`src/rtl/band_playback_scheduler.sv`:
```
// Shares one single-port band ROM across NUM_BANDS channels, reading one sample per enabled band per 44 kHz strobe.
// Build option: BAND_SCHED_LOOP_EN selects looping playback; undefined gives one-shot playback.
module band_playback_scheduler #(
  parameter int unsigned NUM_BANDS    = 4,
  parameter int unsigned BAND_DEPTH   = 4036,
  parameter int unsigned CLK_DIV      = 100,
  parameter int unsigned BRAM_LAT     = 1,
  parameter int unsigned ADDR_WIDTH   = $clog2(NUM_BANDS * BAND_DEPTH),
  parameter bit          TIMING_CHECK = 1'b1
) (
  input  logic                      clk,
  input  logic                      rst_n,
  input  logic                      run,
  input  logic [NUM_BANDS-1:0]      band_mask,
  output logic [ADDR_WIDTH-1:0]     rom_addr,
  input  logic [15:0]               rom_dout,
  output logic                      sample_tick,
  output logic [NUM_BANDS*16-1:0]   band_data,
  output logic [NUM_BANDS-1:0]      band_valid,
  output logic                      frame_valid,
  output logic                      busy,
  output logic                      done,
  output logic                      overrun
);

  localparam int unsigned CNT_W   = (CLK_DIV > 1) ? $clog2(CLK_DIV) : 1;
  localparam int unsigned IDX_W   = (NUM_BANDS > 1) ? $clog2(NUM_BANDS) : 1;
  localparam int unsigned PH_W    = (BAND_DEPTH > 1) ? $clog2(BAND_DEPTH) : 1;
  localparam int unsigned LAT_W   = (BRAM_LAT > 1) ? $clog2(BRAM_LAT) : 1;
  localparam int unsigned MIN_DIV = NUM_BANDS * (BRAM_LAT + 2) + 2;

  // A full frame must fit between two strobes; TIMING_CHECK=0 allows deliberately overrunning setups.
  if (TIMING_CHECK && (CLK_DIV < MIN_DIV)) begin : g_div_check
    $error("band_playback_scheduler: CLK_DIV too small for NUM_BANDS and BRAM_LAT");
  end

  typedef enum logic [2:0] {IDLE, ISSUE, WAIT, CAPTURE, DONE} state_t;

  state_t                 state;
  logic [CNT_W-1:0]       tick_cnt;
  logic [NUM_BANDS-1:0]   mask_q;
  logic [IDX_W-1:0]       idx;
  logic [ADDR_WIDTH-1:0]  base;
  logic [PH_W-1:0]        phase;
  logic [LAT_W-1:0]       wait_cnt;
  logic                   last_band;
  logic                   at_end;
  logic                   advance;
  logic                   done_block;

  assign last_band = (idx == IDX_W'(NUM_BANDS - 1));
  assign at_end    = (phase == PH_W'(BAND_DEPTH - 1));
  assign advance   = ((state == ISSUE) && !mask_q[idx]) || (state == CAPTURE);

`ifdef BAND_SCHED_LOOP_EN
  assign done_block = 1'b0;
`else
  logic run_q;
  assign done_block = done;
`endif

  // Strobe generator: counter idles at 0 while paused, strobe follows the terminal count.
  always_ff @(posedge clk or negedge rst_n) begin
    if (!rst_n) begin
      tick_cnt    <= '0;
      sample_tick <= 1'b0;
    end else if (!run) begin
      tick_cnt    <= '0;
      sample_tick <= 1'b0;
    end else if (tick_cnt == CNT_W'(CLK_DIV - 1)) begin
      tick_cnt    <= '0;
      sample_tick <= 1'b1;
    end else begin
      tick_cnt    <= tick_cnt + CNT_W'(1);
      sample_tick <= 1'b0;
    end
  end

  // Frame sequencer: walks the bands, issuing reads for enabled ones and clearing disabled ones.
  always_ff @(posedge clk or negedge rst_n) begin
    if (!rst_n) begin
      state       <= IDLE;
      mask_q      <= '0;
      idx         <= '0;
      base        <= '0;
      phase       <= '0;
      wait_cnt    <= '0;
      rom_addr    <= '0;
      band_data   <= '0;
      band_valid  <= '0;
      frame_valid <= 1'b0;
      busy        <= 1'b0;
      done        <= 1'b0;
      overrun     <= 1'b0;
`ifndef BAND_SCHED_LOOP_EN
      run_q       <= 1'b0;
`endif
    end else begin
      frame_valid <= 1'b0;
      if (sample_tick && busy && !done_block) overrun <= 1'b1;

      case (state)
        IDLE: begin
          if (sample_tick && !done_block) begin
            state  <= ISSUE;
            busy   <= 1'b1;
            mask_q <= band_mask;
            idx    <= '0;
            base   <= '0;
          end
        end
        ISSUE: begin
          if (mask_q[idx]) begin
            rom_addr <= base + ADDR_WIDTH'(phase);
            wait_cnt <= '0;
            state    <= WAIT;
          end else begin
            band_data[int'(idx)*16 +: 16] <= 16'h0000;
            band_valid[idx]               <= 1'b0;
          end
        end
        WAIT: begin
          if (wait_cnt == LAT_W'(BRAM_LAT - 1)) state <= CAPTURE;
          else wait_cnt <= wait_cnt + LAT_W'(1);
        end
        CAPTURE: begin
          band_data[int'(idx)*16 +: 16] <= rom_dout;
          band_valid[idx]               <= 1'b1;
        end
        DONE: begin
          state <= IDLE;
          busy  <= 1'b0;
`ifdef BAND_SCHED_LOOP_EN
          done  <= 1'b0;
          phase <= at_end ? '0 : phase + PH_W'(1);
`else
          if (!at_end) phase <= phase + PH_W'(1);
`endif
        end
        default: begin
          state <= IDLE;
          busy  <= 1'b0;
        end
      endcase

      if (advance) begin
        if (last_band) begin
          state       <= DONE;
          frame_valid <= 1'b1;
`ifdef BAND_SCHED_LOOP_EN
          done        <= at_end;
`else
          if (at_end) done <= 1'b1;
`endif
        end else begin
          idx   <= idx + IDX_W'(1);
          base  <= base + ADDR_WIDTH'(BAND_DEPTH);
          state <= ISSUE;
        end
      end

`ifndef BAND_SCHED_LOOP_EN
      // Restart of one-shot playback on a fresh run request.
      run_q <= run;
      if (run && !run_q) begin
        done  <= 1'b0;
        phase <= '0;
      end
`endif
    end
  end

endmodule

```
`config.mk`:
```
export PLATFORM = sky130hd
export DESIGN_NAME = band_playback_scheduler
export DESIGN_NICKNAME = d
export VERILOG_FILES = /design/src/rtl/band_playback_scheduler.sv
export SDC_FILE = /design/constraint.sdc
export NUM_CORES = 1
export LEC_CHECK = 0
export ABC_AREA = 1
export CORE_MARGIN = 10
export CORE_UTILIZATION = 45
export DETAILED_ROUTE_END_ITERATION = 6
export PLACE_DENSITY_LB_ADDON = 0.2
export SYNTH_ARGS = -nofsm -noshare
export SYNTH_HDL_FRONTEND = slang
export SYNTH_SLANG_ARGS = --single-unit
```
`constraint.sdc`:
```
create_clock -name clk -period 4.3 [get_ports clk]
set_input_delay 0.645 -clock clk [delete_from_list [all_inputs] [get_ports clk]]
set_output_delay 0.645 -clock clk [all_outputs]
set_load 0.05 [all_outputs]
```
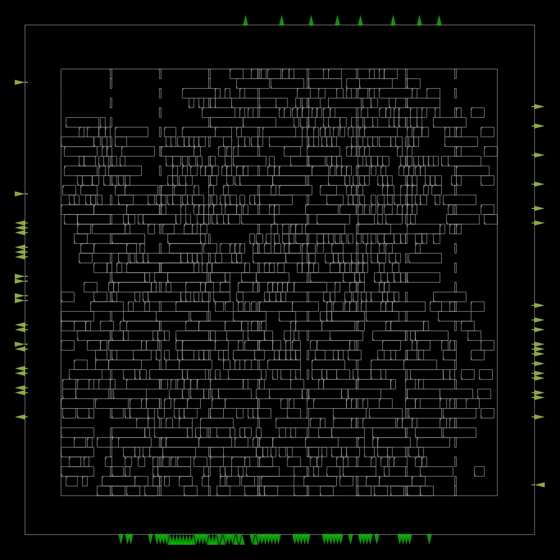
**Above:** run 1 (cell outlines without signal wires).
# rows: 44
FF+latch count: 130
Core ar.: 0.01464 mm²

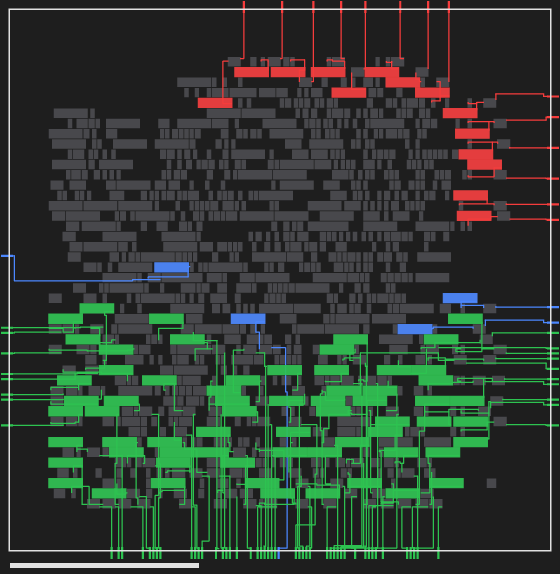
**Above:** run 1 (nets reached from selected ports).
Bar = 50 µm.
band_data -> green  # bits 64, direction output, edge 46 bottom, 10 right, 8 left, end cells 64, buffers 64, wire 2540 µm
band_valid -> blue  # bits 4, direction output, edge 2 right, 1 bottom, 1 left, end cells 4, buffers 4, wire 187 µm
rom_addr -> red  # bits 14, direction output, edge 8 top, 6 right, end cells 14, buffers 14, wire 318 µm
Ports: 110
IO Port Bufs: 109

==> out/metrics.yaml, run 1 <==
synth:
  synth_cells: 834
  adder_share_pct: 4.160
  ys_sh_aoi_pct: 9.608
  yosys_warnings: 0
  post_synth.cell_area_avg_um2: 8.151
  ys_area_mm2: 0.006798
  ys_sh_simple_pct: 27.85
  xor_area_share_pct: 2.319
  synth_area_mm2: 0.006798
  ys_sh_mux_pct: 0
  synth.logic.top_family: "simple AND/OR/NAND/NOR gates"
  ys_types: 40
  ys_seq_share_pct: 47.86
  fp_nets: 879
  ys.flops: 130
timing:
  finalMaxSlewViolations: 0
  finalClockPeriodUsage_pct: 64.43
  rsz0062_at_grt: "false"
  tns_ns: 0
  max_freq_mhz: 361.0
  setup_viol: 0
  min_period_ns: 2.770
  relSlewSlack_pct: 49.63
  hold_viol_final: 0
  fin_worst_skew_ns: 0.008768
  worstMarginPinSlew_ns: 0.7555
detailed_routing:
  avgRoutedWirePerCell_um: 15.63
  routed-wl-met2_um: 7768
  routed_wirelength_um: 17770
  ant_nets: 0
  drtPass1Iterations: 5
  wl_met3_um: 953
  viasPerCell: 5.021
  met1_length_um: 8726
  top_layer: "met4"
  drt-initial-drc-count: 488
  drc: 0
global_route:
  grt_max_degree: 74
  grt_pass1_wl_um: 28570
  grt_overflow: 0
  grt_antenna_before_repair: 0
  grt.total_usage_pct: 17.60
  gr-usage-met2_pct: 25.01
  grt_pass1_vias: 5391
  gr-usage-met3_pct: 4.544
  grt_use_met1_pct: 25.02
clock_tree:
  cts_setup_buffers: 0
  clk-insertion-delay-late_ns: 0.42
  cts_resized: 0
  numClockSinks: 130
  numCtsBuffers: 17
  ctsHoldBuffers: 0
  cts_root_buffer: "clkbuf_16"
  h-tree-depth: 4
  cts_buffer_depth: 2
  tritoncts: "built"
placement:
  dp.final_hpwl_um: 13020
  place.gp.congestion: 0.9033
power:
  power.leakage_nw: 4.071
  total_power_w: 0.006954
  comb_power_share_pct: 50.2
  max-vdd-ir-drop_v: 0.0004637
  switchingPower_w: 0.003285
  swShare_pct: 47.24
  p_clk_share_pct: 21.3
  pwr_density_cell_mw_per_mm2: 811.5
  seq_power_share_pct: 28.5
  internal_power_w: 0.003669
setup_path:
  rr_worst_depth: 8
  crit_required_ns: 4.62
  path_cells: "inv_4 > nand2_1 > nand3_1 > nand2_2 > nor2_4 > nor2_4 > nand2_2 > o21ai_0"
  rrSetupSlack_ns: 1.53
  worstSetupEndpointType: "register"
  startpoint_type: "register"
  r2r-start: "idx[0]"
  cpPeakStageDelay_ns: 0.67
  crit_path_max_fanout: 32
  arrival_ns: 3.10
  crit_type: "reg -> reg"
  r2r-end: "band_data[3]"
  critPathLaunch: "idx[0]"
floorplanning:
  die-area_mm2: 0.02042
  fp_util_pct: 46.42
  die_height_um: 142.9
  die_w_um: 142.9
final_layout:
  nNetsFinal: 985
  area_growth_syn_to_layout_pct: 26.06
  final_cell_mix: "nand2_1, dfrtp_1, clkdlybuf4s50_1, inv_1, nand3_1"
  mostFrequentLayoutCell: "nand2_1"
  instances_no_fill: 1137
  n_antenna_cell: 0
  drive_gt1_share_pct: 7.450
  nFillCells: 1374
hold_path:
  holdCritPathClass: "in -> async"
job:
  cap_violations: 0
  warning_count: 31
outcome:
  status: "finished clean"
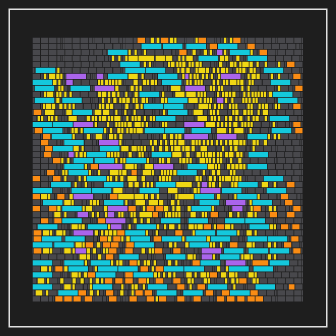
**Above:** run 1 (cells colored by class).
Fill, decap, tap and diode cells in gray.
remaining buffers and delay cells -> orange  # cells 112
clock drivers and dummy loads -> purple  # cells 32
registers -> cyan  # cells 130
remaining logic cells -> yellow  # cells 679
post-layout util: 58.52%
Seq/total area: 37.96%
final non-filler cell area: 0.008569 mm²

## run 1: per-stage QoR
stage | utilization (%) | setup WS, ns | hold slack (ns) | cell area [µm²]
after global placement | 54.31 | 1.444 | 0.4457 | 7953
final | 58.52 | 1.530 | 0.2874 | 8569
after floorplan | - | 2.453 | 0.3494 | 6798
after CTS | 58.52 | 1.586 | 0.3174 | 8569
after global routing | 58.52 | 1.323 | 0.3476 | 8569
after detailed placement | 54.31 | 1.378 | 0.4536 | 7953
## run 1: state kept, by name, summed over array words and instances (netlist names), named ones only
| register | cells |
|---|---|
| busy | 1 |
| state | 3 |
| tick_cnt | 7 |
| base | 14 |
| overrun | 1 |
| done | 1 |
| run_q | 1 |
| sample_tick | 1 |
| frame_valid | 1 |
| rom_addr | 14 |
| idx | 2 |
| band_data | 64 |
| phase | 12 |
| mask_q | 4 |
## run 1: cells by family after synthesis
| kind of cell | Yosys count |
|---|---|
| AOI/OAI and AO/OA | 108 |
| xor gates and xnor gates | 18 |
| adders and majority gates | 22 |
| buffers and inverters | 120 |
| DFF | 130 |
| and+or+nand+nor | 436 |
## run 1: final cells by class
cell class	instances	area (µm²)	share of cell area, %
Tap cell	184	230.2	2.687
Inverter	95	359.1	4.190
Clock buffer	22	494.2	5.767
Sequential cell	130	3253	37.96
Timing Repair Buffer	112	1124	13.11
Clock inverter	10	122.6	1.431
Multi-Input combinational cell	584	2987	34.85
## run 1: power groups by stage
stage | Combinational (W) | Clock (W) | Sequential, W
3_3_place_gp | 0.00348 | 0 | 0.00199
6_report | 0.00349 | 0.00148 | 0.00198
3_5_place_dp | 0.00351 | 0 | 0.00199
4_1_cts | 0.00352 | 0.00151 | 0.00198
2_1_floorplan | 0.00145 | 0 | 0.00302
5_1_grt | 0.00377 | 0.00157 | 0.00203
## run 1: how the worst min path moves through the flow
stage	endpoint	slack [ns]	depth (start not counted)
finish	band_data[35]	0.29	1
CTS	band_data[35]	0.32	1
floorplan	asynchronous set/reset pin	0.35	0
detailed placement	tick_cnt[0]	0.45	1
global route	band_data[35]	0.35	1
global placement	tick_cnt[0]	0.45	1
## run 1: Yosys cell counts (all sizes together)
| cell type | number | area share, % |
|---|---|---|
| a21oi | 8 | 0.59 |
| a22oi | 1 | 0.11 |
| a31oi | 1 | 0.092 |
| and3 | 1 | 0.092 |
| buf | 18 | 2.5 |
| clkbuf | 7 | 0.40 |
| clkinv | 2 | 0.11 |
| dfrtp | 130 | 48 |
| fa | 1 | 0.29 |
| ha | 21 | 3.9 |
| inv | 93 | 5.2 |
| nand2 | 287 | 17 |
| nand3 | 70 | 5.2 |
| nand3b | 2 | 0.22 |
| nand4 | 12 | 1.1 |
| nor2 | 52 | 3.3 |
| nor3 | 10 | 0.90 |
| nor3b | 1 | 0.11 |
| o211ai | 1 | 0.11 |
| o21ai | 80 | 6.8 |
| o21bai | 1 | 0.11 |
| o31ai | 16 | 1.8 |
| or2 | 1 | 0.092 |
| xnor2 | 5 | 0.64 |
| xor2 | 13 | 1.7 |
## run 1: critical path: cells and delay by family (launching register included)
family                 cells  cell delay [ns]
AOI/OAI and AO/OA          1             0.32
buffers and inverters      1             0.17
DFF                        1             0.67
and+or+nand+nor            6             1.51
==> run 2: changes to the inputs <==
- clock period: 4.3 -> 2.6 ns (I/O delays scaled with it)
==> out/metrics.yaml, run 2 <==
timing:
  worstMarginPinSlew_ns: 0.6254
  min_period_ns: 2.326
  setup_viol: 0
  hold_viol_final: 0
  rsz0062_at_grt: "false"
  finalMaxSlewViolations: 0
  max_freq_mhz: 430.0
  tns_ns: 0
  fin_worst_skew_ns: 0.006780
  finalClockPeriodUsage_pct: 89.45
  relSlewSlack_pct: 58.17
outcome:
  status: "finished clean"
clock_tree:
  cts_setup_buffers: 0
  clk-insertion-delay-late_ns: 0.42
  cts_buffer_depth: 2
  clk_pin_slew_worst_paths_ns: 0.06
  numClockSinks: 130
  cts_root_buffer: "clkbuf_16"
  numCtsBuffers: 17
  tritoncts: "built"
  h-tree-depth: 4
placement:
  dp.final_hpwl_um: 13060
  portBuffers: 109
  postPlaceCellArea_mm2: 0.008005
  place.gp.congestion: 0.8566
global_route:
  grt_max_degree: 53
  grt_pass1_wl_um: 28720
  grt_overflow: 0
  grt.total_usage_pct: 17.77
  grt_antenna_before_repair: 0
  grt_pass1_vias: 5332
detailed_routing:
  drc: 0
  viasPerCell: 5.014
  num_vias: 5741
  routed_wirelength_um: 17820
  ant_nets: 0
  drtPass1Iterations: 7
  drt-initial-drc-count: 470
  avgRoutedWirePerCell_um: 15.56
setup_path:
  cpPeakStageDelay_ns: 0.51
  startpoint_type: "register"
  arrival_ns: 2.60
  crit_type: "reg -> reg"
  crit_required_ns: 2.88
  crit_path_max_fanout: 32
  crit_slowest_cell: "dfrtp_1"
  path_cells: "inv_4 > nand2_1 > nand3_1 > nand2_2 > nor2_4 > nor2_4 > nand2_2 > nand2_1 > o21ai_0"
  worstSetupEndpointType: "register"
synth:
  synth.logic.top_family: "simple AND/OR/NAND/NOR gates"
  synth_area_mm2: 0.006798
  fp_nets: 879
  ys_sh_mux_pct: 0
  most_common_cell: "nand2_1"
  top_area_cell: "dfrtp_1"
  edf_count: 0
  xor_area_share_pct: 2.319
  ys_area_mm2: 0.006798
  ff_type: "dfrtp_1"
  ys_seq_share_pct: 47.86
  ys_sh_aoi_pct: 9.608
  ys_types: 40
  synth_stat.cells: 834
  synth_cells: 834
  adder_share_pct: 4.160
  async_reset_ff_share_pct: 100.0
  ys_sh_simple_pct: 27.85
  yosysTopAreaCellShare_pct: 47.86
  ys.flops: 130
  top_cells_by_count: "nand2_1, dfrtp_1, inv_1"
  yosys_warnings: 0
  post_synth.cell_area_avg_um2: 8.151
  area_leaders: "dfrtp_1, nand2_1, nand3_1"
final_layout:
  nFillCells: 1323
  largest-register: "band_data"
  drive_gt1_share_pct: 7.908
  final_cell_mix: "nand2_1, dfrtp_1, clkdlybuf4s50_1, inv_1, nand3_1"
  n_antenna_cell: 0
  nNetsFinal: 994
  mostFrequentLayoutCell: "nand2_1"
  largest_reg_flops: 64
  reg_top3: "band_data (64), base (14), rom_addr (14)"
floorplanning:
  die-area_mm2: 0.02042
  ios: 110
  rows: 44
  fp_util_pct: 46.42
  coreArea_mm2: 0.01464
  die_w_um: 142.9
  die_height_um: 142.9
power:
  power.leakage_nw: 4.142
  max-vdd-ir-drop_v: 0.0006967
  pwr_density_cell_mw_per_mm2: 1362
job:
  cap_violations: 0
  warning_count: 31
hold_path:
  holdCritPathClass: "in -> async"
-- run 2: netlist changes by cell type in the layout (fill, tap and decap cells not counted), sizes merged --
cell	delta
buf	+7
inv	-2
dlygate4sd3	+1
bufinv	+4
clkinvlp	-2
clkinv	-1
nor2	+1
-- run 2: worst max-delay path, delay by kind of cell (launching register included) --
family	cells	cell delay, ns
AOI/OAI and AO/OA	1	0.09
buffers and inverters	1	0.14
DFF	1	0.51
and+or+nand+nor	7	1.42
-- run 2: cell type report --
type                    count  area [µm²]  area share [%]
clock buffers              22       474.2           5.452
clock inverters             9       201.4           2.316
inverters                  95       359.1           4.129
multi-input cells         585        2993           34.41
flip-flops and latches    130        3253           37.40
well taps                 184       230.2           2.647
repair buffers            120        1186           13.64
-- run 2: path summary, 6_finish.rpt --
check | cells past startpoint | from | slack [ns] | end
setup / recovery | 9 | idx[0] | 0.27 | band_data[0]
hold / removal | 2 | rst_n | 0.45 | band_data[22]
setup reg to reg | 9 | idx[0] | 0.27 | band_data[0]
hold reg to reg | 1 | tick_cnt[0] | 0.45 | tick_cnt[0]
max in group asynchronous | 3 | rst_n | 1.44 | rom_addr[0]
min in group clk | 1 | tick_cnt[0] | 0.45 | tick_cnt[0]
-- run 2: repair_timing --
action / CTS / global route
resized: 0 / 0
hold buffers: 1 / 0
setup endpoints to repair: 0 / 16
hold endpoints to repair: 26 / 0
-- run 2: per-stage QoR --
step	instances	worst slack, ns	hold slack (ns)	power [W]
3_5_place_dp	1112	0.1041	0.3390	0.009123
6_report	1145	0.2742	0.4469	0.01184
5_1_grt	1145	0.02377	0.4806	0.01253
3_3_place_gp	1112	0.1468	0.3419	0.009069
2_1_floorplan	834	0.7530	0.09441	0.007391
4_1_cts	1144	0.1016	0.4413	0.01190
-- run 2: per-layer routing --
| layer | part of all wire (%) | global-route usage (%) |
|---|---|---|
| met2 | 44 | 25.62 |
| met3 | 5.7 | 4.710 |
| met1 | 49 | 25.19 |
| met5 | 0 | 0 |
| met4 | 1.4 | 5.917 |
-- run 2: power breakdown --
| part | internal (W) | total [W] | switching [W] |
|---|---|---|---|
| Sequential | 0.00272 | 0.00326 | 0.000536 |
| Combinational | 0.00184 | 0.00585 | 0.00401 |
| Clock | 0.00187 | 0.00274 | 0.000870 |
| Total | 0.00643 | 0.0118 | 0.00542 |
-- run 2: cells by family after synthesis --
logic type,count (synthesis)
buffers and inverters,120
XOR/XNOR,18
AND-OR/OR-AND,108
flip-flops,130
adder cells (fa/ha/maj),22
AND/OR/NAND/NOR,436
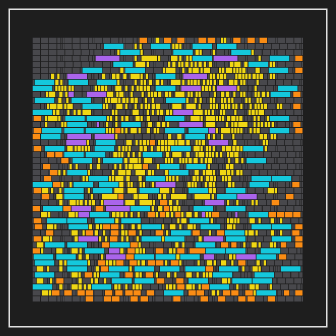
**Above:** run 2 (cells colored by class).
Fill, decap, tap and diode cells in gray.
registers -> cyan  # cells 130
clock drivers and dummy loads -> purple  # cells 31
remaining logic cells -> yellow  # cells 680
remaining buffers and delay cells -> orange  # cells 120
final non-filler cell area: 0.008697 mm²
Seq/total area: 37.40%
post-layout util: 59.39%

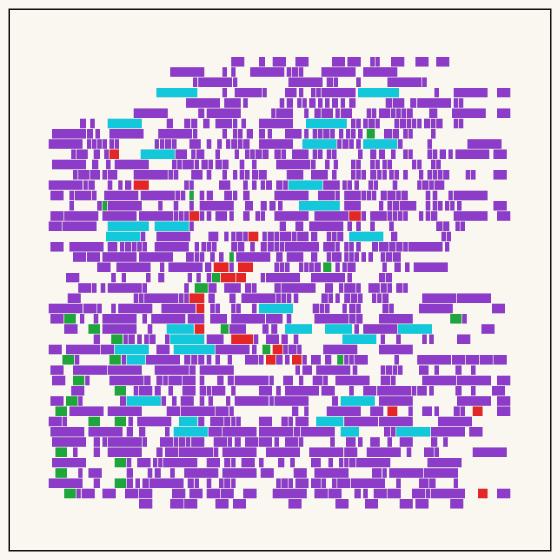
**Above:** run 2 (sizing map).
x1 and smaller -> purple  # cells 885, share 92%, most used nand2_1
x2 -> green  # cells 27, share 2.8%, most used o21ai_2
x6 and larger -> cyan  # cells 30, share 3.1%, most used clkbuf_16
x3 and x4 -> red  # cells 19, share 2.0%, most used buf_4
nonclk buf count: 120
Area Growth Syn to Fin: 27.94%
post-route worst setup slack: 0.2742 ns

Power figures rest on the tool's default switching activity, not on a simulated workload.
